==> config.mk <==
export PLATFORM = sky130hd
export DESIGN_NAME = register_file
export DESIGN_NICKNAME = d
export VERILOG_FILES = /design/src/rtl/register_file.sv
export SDC_FILE = /design/constraint.sdc
export NUM_CORES = 2
export LEC_CHECK = 0
export CAP_MARGIN = 25
export CORE_MARGIN = 2
export CORE_UTILIZATION = 35
export CTS_BUF_LIST = sky130_fd_sc_hd__clkbuf_16
export CTS_CLUSTER_SIZE = 20
export DETAILED_ROUTE_END_ITERATION = 6
export PLACE_DENSITY = 0.59
export SLEW_MARGIN = 0
export SYNTH_ARGS = -nofsm -noshare
export SYNTH_HDL_FRONTEND = slang
export SYNTH_SLANG_ARGS = --single-unit
==> constraint.sdc <==
create_clock -name clk -period 7.83 [get_ports clk]
set_input_delay 1.566 -clock clk [delete_from_list [all_inputs] [get_ports clk]]
set_output_delay 1.566 -clock clk [all_outputs]
set_load 0.01 [all_outputs]
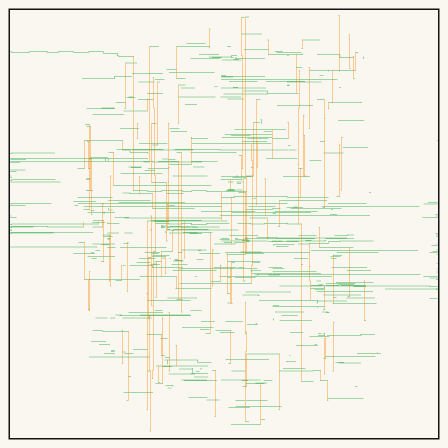
**Above:** signal wires by layer.
Two of the layers only.
| color | layer | wire length |
|---|---|---|
| green | met3 | 10300 µm |
| orange | met4 | 5510 µm |
routed len/inst: 30.4 µm
drt total wl: 171000 µm

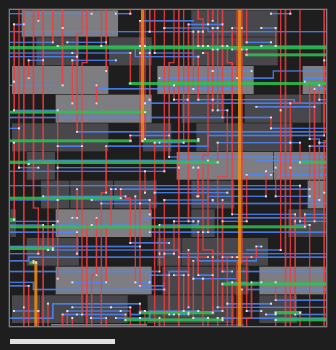
**Above:** close-up of the layout.
The bar under the picture is 10 µm long. Window x 182 to 212, y 182 to 212 µm. Cells in gray, sequential cells in the stronger gray; small squares are vias.
| color | layer |
|---|---|
| blue | met1 |
| red | met2 |
| orange | met4 |
| green | met3 |
most frequent: dfrtp_1 (9), mux2_2 (7), mux4_2 (5)
sequential cells in the window: 9
cells with their middle in the window: 34

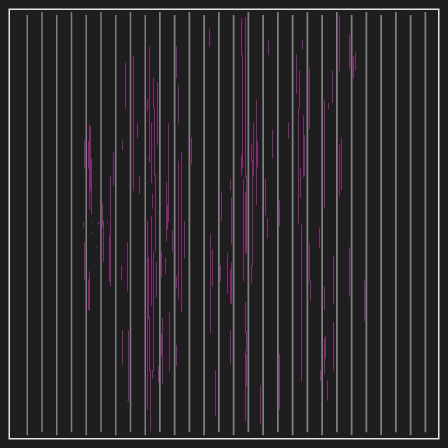
**Above:** M4 wires.
Supply wires on this layer in gray.
longest straight run: 173 µm
main direction: vertical
Vias: 33299

==> qor.txt <==
Outcome -> completed
Max Freq -> 0.155 GHz
CTS clk-pin slew, worst paths -> 0.06 ns
Comb pwr -> 0.00328 W
WL met1 -> 74700 µm
FF+latch count, synth -> 992
Post-route cell area -> 59900 µm²
Non-clk bufs -> 214
Global Route met1 Usage -> 30.6%
Power Dens Cells -> 249 nW/µm²
Crit-path slowest cell -> clkdlybuf4s50_1
Pwr Total -> 0.0149 W
Worst hold slack -> 0.506 ns
Setup WS post-layout -> 1.37 ns
RePlAce Congestion -> 0.780
Drc violations -> 0
Die ar. -> 155000 µm²
Period Utilization, post-route -> 82.5%
Rows -> 143
Required time of the critical path -> 6.26 ns
Final hold violations -> 0
Adder Area Share -> 0%
Flop2flop setup slack -> 7.01 ns
Tally of unique sky130hd cells used after synthesis -> 48
H-Tree Depth -> 3
Area leader share -> 46.7%
Met3 Use GR -> 3.75%
Max FFs per register -> 992
Clock network share of area -> 5.32%
Global routing's busiest layer -> met2
First-pass GRT wire length -> 251000 µm
Delay-heaviest family, CP -> buffers and inverters
Synth warn -> 0
Top cells excl fill/tap -> 992 x dfrtp_1, 959 x mux2_2, 425 x mux4_2
Least-Margin Pin Slew -> 1.09 ns
Tap cells -> 2030
Reg2Reg Depth -> 1
Largest stage delay on the critical path -> 0.93 ns
Area fraction in mux cells -> 43.7%
Number of global-route vias before repair -> 34882
Ys flop type -> dfrtp_1
Cell Area, Placed -> 56400 µm²
Power is estimated from default activity; no workload was simulated.
